$ cat src/rtl/factorial_pkg.sv
// rtl/factorial_pkg.sv - shared FSM state type and default widths for factorial_seq
package factorial_pkg;

  localparam int FACT_WIDTH_DEF = 16;
  localparam int FACT_NW_DEF    = 8;

  typedef enum logic [1:0] {
    S_IDLE  = 2'd0,
    S_CHECK = 2'd1,
    S_MUL   = 2'd2,
    S_DONE  = 2'd3
  } fact_state_t;

endpackage

$ cat src/rtl/factorial_seq_shift_add_mul.sv
// rtl/factorial_seq_shift_add_mul.sv - multi-cycle shift-add multiplier, one multiplier bit per cycle; FACTORIAL_SEQ_OVF_EN adds overflow output
module shift_add_mul #(
  parameter int A_W = 16,
  parameter int B_W = 8
) (
  input  logic           clk,
  input  logic           rst,
  input  logic           i_load,
  input  logic [A_W-1:0] i_a,
  input  logic [B_W-1:0] i_b,
  output logic           o_busy,
  output logic           o_valid,
  output logic [A_W-1:0] o_product
`ifdef FACTORIAL_SEQ_OVF_EN
  ,
  output logic           o_ovf
`endif
);

  localparam int CNT_W = (B_W > 1) ? $clog2(B_W) : 1;
`ifdef FACTORIAL_SEQ_OVF_EN
  localparam int P_W = A_W + B_W;
`else
  localparam int P_W = A_W;
`endif
  localparam logic [CNT_W-1:0] LAST_BIT = CNT_W'(B_W - 1);

  logic [A_W-1:0]   r_a;
  logic [B_W-1:0]   r_b;
  logic [P_W-1:0]   r_partial;
  logic [CNT_W-1:0] r_bit;
  logic             r_busy;
  logic [P_W-1:0]   w_addend;
  logic [P_W-1:0]   w_sum;

  // Term contributed by the multiplier bit under the counter this cycle
  always_comb begin
    w_addend = '0;
    if (r_b[r_bit]) begin
      w_addend = P_W'(r_a) << r_bit;
    end
  end

  // The sum is combinational so the caller can capture the product on the
  // final iteration edge without an extra cycle of latency.
  assign w_sum     = r_partial + w_addend;
  assign o_product = w_sum[A_W-1:0];
  assign o_valid   = r_busy && (r_bit == LAST_BIT);
  assign o_busy    = r_busy;
`ifdef FACTORIAL_SEQ_OVF_EN
  assign o_ovf     = o_valid && (|w_sum[P_W-1:A_W]);
`endif

  // Operand capture on load, then accumulate one partial product per cycle
  always_ff @(posedge clk) begin
    if (rst) begin
      r_a       <= '0;
      r_b       <= '0;
      r_partial <= '0;
      r_bit     <= '0;
      r_busy    <= 1'b0;
    end else if (i_load) begin
      r_a       <= i_a;
      r_b       <= i_b;
      r_partial <= '0;
      r_bit     <= '0;
      r_busy    <= 1'b1;
    end else if (r_busy) begin
      r_partial <= w_sum;
      if (r_bit == LAST_BIT) begin
        r_busy <= 1'b0;
      end else begin
        r_bit <= r_bit + CNT_W'(1);
      end
    end
  end

endmodule

$ cat src/rtl/factorial_seq.sv
// rtl/factorial_seq.sv - iterative n! engine with busy/done handshake; FACTORIAL_SEQ_OVF_EN enables overflow saturation
module factorial_seq
  import factorial_pkg::*;
#(
  parameter int WIDTH = FACT_WIDTH_DEF,
  parameter int N_W   = FACT_NW_DEF
) (
  input  logic             clk,
  input  logic             rst,
  input  logic             start,
  input  logic [N_W-1:0]   Data_i,
  output logic [WIDTH-1:0] Out,
  output logic             done,
  output logic             busy,
  output logic             ovf
);

  fact_state_t      r_state;
  logic [WIDTH-1:0] r_acc;
  logic [N_W-1:0]   r_cnt;
  logic [WIDTH-1:0] r_out;
  logic             r_done;
  logic             r_busy;

  logic             w_mul_load;
  logic             w_mul_busy;
  logic             w_mul_valid;
  logic [WIDTH-1:0] w_mul_product;
`ifdef FACTORIAL_SEQ_OVF_EN
  logic             w_mul_ovf;
  logic             r_ovf;
`endif

  // Multiplier is started from CHECK whenever another factor remains
  assign w_mul_load = (r_state == S_CHECK) && (r_cnt > N_W'(1));

  shift_add_mul #(
    .A_W (WIDTH),
    .B_W (N_W)
  ) u_mul (
    .clk       (clk),
    .rst       (rst),
    .i_load    (w_mul_load),
    .i_a       (r_acc),
    .i_b       (r_cnt),
    .o_busy    (w_mul_busy),
    .o_valid   (w_mul_valid),
    .o_product (w_mul_product)
`ifdef FACTORIAL_SEQ_OVF_EN
    ,
    .o_ovf     (w_mul_ovf)
`endif
  );

  assign Out  = r_out;
  assign done = r_done;
  assign busy = r_busy;
`ifdef FACTORIAL_SEQ_OVF_EN
  assign ovf  = r_ovf;
`else
  assign ovf  = 1'b0;
`endif

  // Control FSM: owns accumulator, down-counter and all registered outputs
  always_ff @(posedge clk) begin
    if (rst) begin
      r_state <= S_IDLE;
      r_acc   <= WIDTH'(1);
      r_cnt   <= '0;
      r_out   <= '0;
      r_done  <= 1'b0;
      r_busy  <= 1'b0;
`ifdef FACTORIAL_SEQ_OVF_EN
      r_ovf   <= 1'b0;
`endif
    end else begin
      case (r_state)
        S_IDLE: begin
          if (start) begin
            r_acc   <= WIDTH'(1);
            r_cnt   <= Data_i;
            r_busy  <= 1'b1;
`ifdef FACTORIAL_SEQ_OVF_EN
            r_ovf   <= 1'b0;
`endif
            r_state <= S_CHECK;
          end
        end
        S_CHECK: begin
          if (r_cnt <= N_W'(1)) begin
            r_out   <= r_acc;
            r_done  <= 1'b1;
            r_state <= S_DONE;
          end else begin
            r_state <= S_MUL;
          end
        end
        S_MUL: begin
          if (w_mul_busy && w_mul_valid) begin
`ifdef FACTORIAL_SEQ_OVF_EN
            if (w_mul_ovf) begin
              // Saturate and finish now; further factors cannot shrink it
              r_ovf   <= 1'b1;
              r_acc   <= '1;
              r_out   <= '1;
              r_done  <= 1'b1;
              r_state <= S_DONE;
            end else begin
              r_acc   <= w_mul_product;
              r_cnt   <= r_cnt - N_W'(1);
              r_state <= S_CHECK;
            end
`else
            r_acc   <= w_mul_product;
            r_cnt   <= r_cnt - N_W'(1);
            r_state <= S_CHECK;
`endif
          end
        end
        S_DONE: begin
          r_done  <= 1'b0;
          r_busy  <= 1'b0;
          r_state <= S_IDLE;
        end
        default: r_state <= S_IDLE;
      endcase
    end
  end

endmodule

$ cat config.mk
export PLATFORM = sky130hd
export DESIGN_NAME = factorial_seq
export DESIGN_NICKNAME = d
export VERILOG_FILES = /design/src/rtl/factorial_pkg.sv /design/src/rtl/factorial_seq_shift_add_mul.sv /design/src/rtl/factorial_seq.sv
export SDC_FILE = /design/constraint.sdc
export NUM_CORES = 1
export LEC_CHECK = 0
export CAP_MARGIN = 30
export CELL_PAD_IN_SITES_DETAIL_PLACEMENT = 0
export CELL_PAD_IN_SITES_GLOBAL_PLACEMENT = 2
export CORE_ASPECT_RATIO = 0.9
export CORE_MARGIN = 2
export CORE_UTILIZATION = 36
export CTS_CLUSTER_DIAMETER = 100
export DETAILED_ROUTE_END_ITERATION = 8
export GPL_TIMING_DRIVEN = 0
export PLACE_DENSITY_LB_ADDON = 0.15
export SETUP_SLACK_MARGIN = 0.02
export SLEW_MARGIN = 30
export SYNTH_ARGS = -nofsm -noshare
export SYNTH_HDL_FRONTEND = slang
export SYNTH_SLANG_ARGS = --single-unit
$ cat constraint.sdc
create_clock -name clk -period 4.6 [get_ports clk]
set_input_delay 0.46 -clock clk [delete_from_list [all_inputs] [get_ports clk]]
set_output_delay 0.46 -clock clk [all_outputs]
set_load 0.01 [all_outputs]
registers.png
(4 px per um) Other sequential cells in the stronger grey, the rest of the logic in the fainter grey.
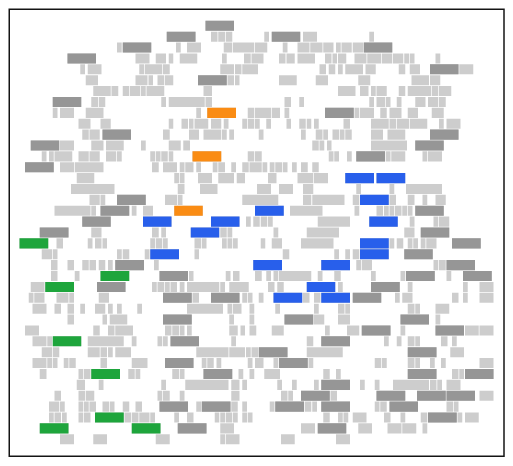
[u_mul.r_a] blue | flops: 16
[r_cnt] green | flops: 8 | where: bottom left
[u_mul.r_bit] orange | flops: 3

metal_stack.png
(3 px per um) Only two layers are drawn.
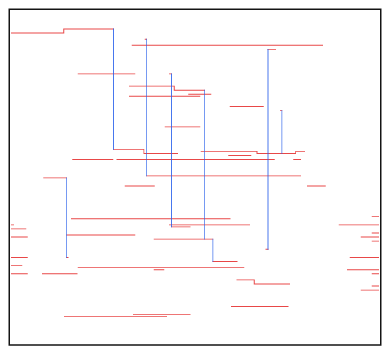
[met4] blue | wire length: 301 um
[met3] red | wire length: 787 um

port_nets.png
(4 px per um)
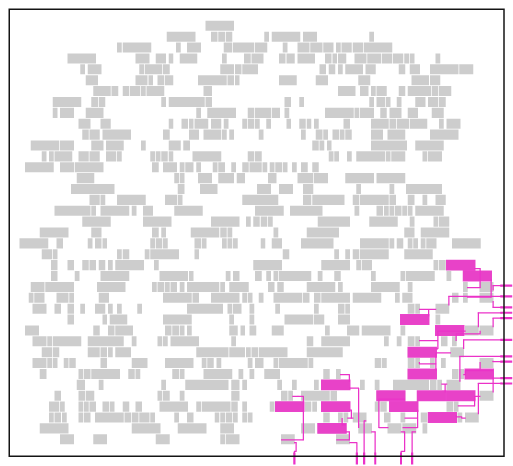
[Out] magenta | bits: 16 | direction: output | end cells: 16 | wire: 286 um
Boundary Pins: 30
Port Buffer Count: 27

wire_density.png
(3 px per um) The die is cut into 25 by 22 equal tiles; dark blue is low, red is high, scaled to the fullest tile. Values are wire area over tile area, all layers added.
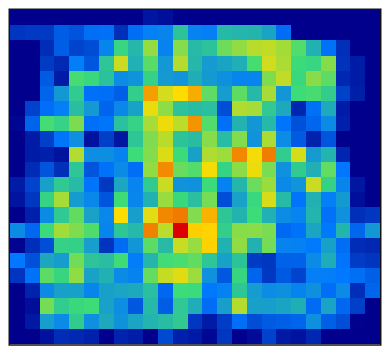
mean over tiles: 0.15
tiles over half the peak: 20%
nearly empty tiles: 14%
fullest tile: 0.50
densest ninth of the die: middle
global-route usage over all layers: 20.8%
Vias: 4,097
per-cell routed wire length: 17.0 um

cell families after synthesis:
| kind of cell | share of synthesized area, % |
|---|---|
| XOR/XNOR | 2.85 |
| flip-flops | 38.2 |
| other | 0.0813 |
| buffers and inverters | 3.85 |
| AND-OR/OR-AND | 19.3 |
| adder cells (fa/ha/maj) | 5.59 |
| AND/OR/NAND/NOR | 21.2 |
| multiplexers | 9.00 |
placed cells by master (no fill, tap or decap), drive strengths merged, types with 11 or more instances in the layout:
cell type | synthesis | layout
nor2 | 64 | 64
o21ai | 20 | 20
dfxtp | 88 | 88
xnor2 | 12 | 12
clkbuf | 21 | 31
a22oi | 12 | 12
buf | 12 | 11
nand2 | 125 | 125
clkdlybuf4s50 | 0 | 27
nor3 | 12 | 12
mux2i | 19 | 19
a21oi | 80 | 80
ha | 19 | 19
metrics by stage:
step | cell area, um^2 | setup slack [ns] | util (%) | hold WS [ns] | total power [uW]
floorplan | 4610 | 0.983 | - | 0.433 | 984
global placement | 5090 | 0.254 | 40.4 | 0.440 | 1060
detailed placement | 5090 | 0.188 | 40.4 | 0.447 | 1060
CTS | 5410 | 0.183 | 43.0 | 0.456 | 1870
global route | 5420 | 0.114 | 43.0 | 0.477 | 1930
finish | 5420 | 0.521 | 43.0 | 0.454 | 1840
layer usage:
metal / vias up / global-route usage (%)
li1: 2076 / -
met2: 77 / 30.8
met3: 18 / 5.12
met5: - / 0
met4: 0 / 7.12
met1: 1926 / 29.5
sequential cells by signal, indices dropped and copies added, names as in the netlist, 2 cells and up:
name	count
r_state	2
Out	16
r_cnt	8
u_mul.r_bit	3
u_mul.r_partial	16
r_acc	16
u_mul.r_b	8
u_mul.r_a	16
==> metrics.cfg <==
[route]
wl_met2_mm = 5.81
drtIter0Drc = 286
wirelength_mm = 13.3
dr.max_layer_used = met4
viasPerCell = 5.23
antenna_left = 0
dr_wl_met3_um = 786
dr.pass1.iters = 4
drt-met1-wl_mm = 6.41
drcViolationCount = 0

[critical_path]
crit_slowest_cell = mux4_2
crit_end = r_acc[15]$_SDFFE_PP0P_
end_kind = register
cp.required_ns = 4.84
critPathMaxFanout = 10
critPathMostFrequentCell = a21oi_1
cp.arrival_ns = 4.32
cp_num_cells = 13
cp.buffers_inverters = 1
rrSetupSlack_ns = 0.52
worstReg2RegStart = u_mul.r_bit[0]$_SDFFE_PP0P_
worstSetupPathType = register to register
reg2regPathDepth = 13
critPathLaunch = u_mul.r_bit[0]$_SDFFE_PP0P_
r2r-end = r_acc[15]$_SDFFE_PP0P_
crit_path_start_kind = register
crit_family = AND-OR/OR-AND gates
crit_path_cell_trace = mux4_2 -> nand2_1 -> a21boi_0 -> clkbuf_2 -> a21oi_1 -> ha_1 -> a21oi_1 -> o211ai_1 -> a31oi_1 -> a21oi_1 -> xnor2_1 -> xnor2_1 -> a22o_1
critPathMaxStageDelay_ns = 0.59

[placement]
place_congestion = 0.828
dpl.cell_count = 768
hpwl_mm = 10.3

[power_and_ir_drop]
power.density_nw_per_um2 = 339
ir_worst_vdd_v = 0.000267
pg_clk_uw = 795
internal_power_uw = 1340
power_frac_clock_pct = 43.2
p_sw_uw = 498
seqPwrFrac_pct = 43.6
p_leak_uw = 0.00197
combinationalPowerShare_pct = 13.2
pg_seq_uw = 802
pg_comb_uw = 242
swShare_pct = 27.1
top_power_group = registers

[yosys]
ys_types = 51
top_cells_by_area = dfxtp_1 38%, nand2_1 10%, a21oi_1 8.7%
ys_async_sr_fraction_pct = 0
edf_count = 0
ys_seq_share_pct = 38.2
top_cells_by_count = 124 x nand2_1, 88 x dfxtp_1, 80 x a21oi_1
top_area_cell = dfxtp_1
yosysChipArea_um2 = 4610
ff_type = dfxtp_1
synth_area_um2 = 4610
syn_inst = 577
syn_nets = 608
yosys_warnings = 0
avgSynthCellArea_um2 = 8.00
most_common_cell = nand2_1
top_cell_area_share_pct = 38.2
ys.flops = 88
ys_cells = 577

[run_status]
status = finished clean

[clock_tree]
cts_root_buf = clkbuf_16
cts.sinks = 88
ctsHoldBuffers = 0
clock_latency_ns = 0.35
cts-resized-gates = 0
clk_path_buf_depth = 2
numCtsBuffers = 9
path_clk_slew_ns = 0.06
cts_tree = yes
cts_setup_buffers = 0
h-tree-depth = 3

[final_layout]
seq_area_um2 = 1760
fin_cells = 784
buffers_excl_clock = 60
logic_area_um2 = 2680
fin_nets = 646
synthToLayoutAreaGrowth_pct = 17.5
nNonClkInverters = 10
largest_class = multi-input combinational cells
bufAreaShareNonClock_pct = 7.62
fill_cells = 1301
drive_gt1_share_pct = 7.74
final-clk-cell-share_pct = 5.93
sh_comb_area_pct = 49.5
clkbuf_count = 9
n_antenna_cell = 0
logic_gates = 446
sh_seq_area_pct = 32.5
flop-count = 88

[sta]
rsz0062_at_grt = false
setup_viol = 0
fin_worst_skew_ns = 0.00854
max_freq_mhz = 245
setup_tns_ns = 0
hold_viol = 0
period_used_pct = 88.7
fin_crit_ns = 4.08
maxSlewViolCount = 0
max_slew.worst_pin.slew_ns = 0.940
relSlewSlack_pct = 37.1

[floorplan]
tap_cells = 164
die_h_um = 111
die_w_um = 123
fp_util_pct = 36.6
core_region_area_um2 = 12600
chip_area_um2 = 13700
placementRows = 39

[hold_path]
hold_path.class = register to register
hold_end = Out[11]$_SDFFE_PP0P_
holdPathStages = 2
holdCritStartpoint = Out[11]$_SDFFE_PP0P_

[grt]
grt_pass1_vias = 3906
grt_overflow = 0
antenna_found_initial = 0
grt_max_degree = 16
grt_first_pass_wirelength_mm = 21.5

[flow_run]
warnings = 27
drv_cap = 0

Power is estimated from default activity; no workload was simulated.
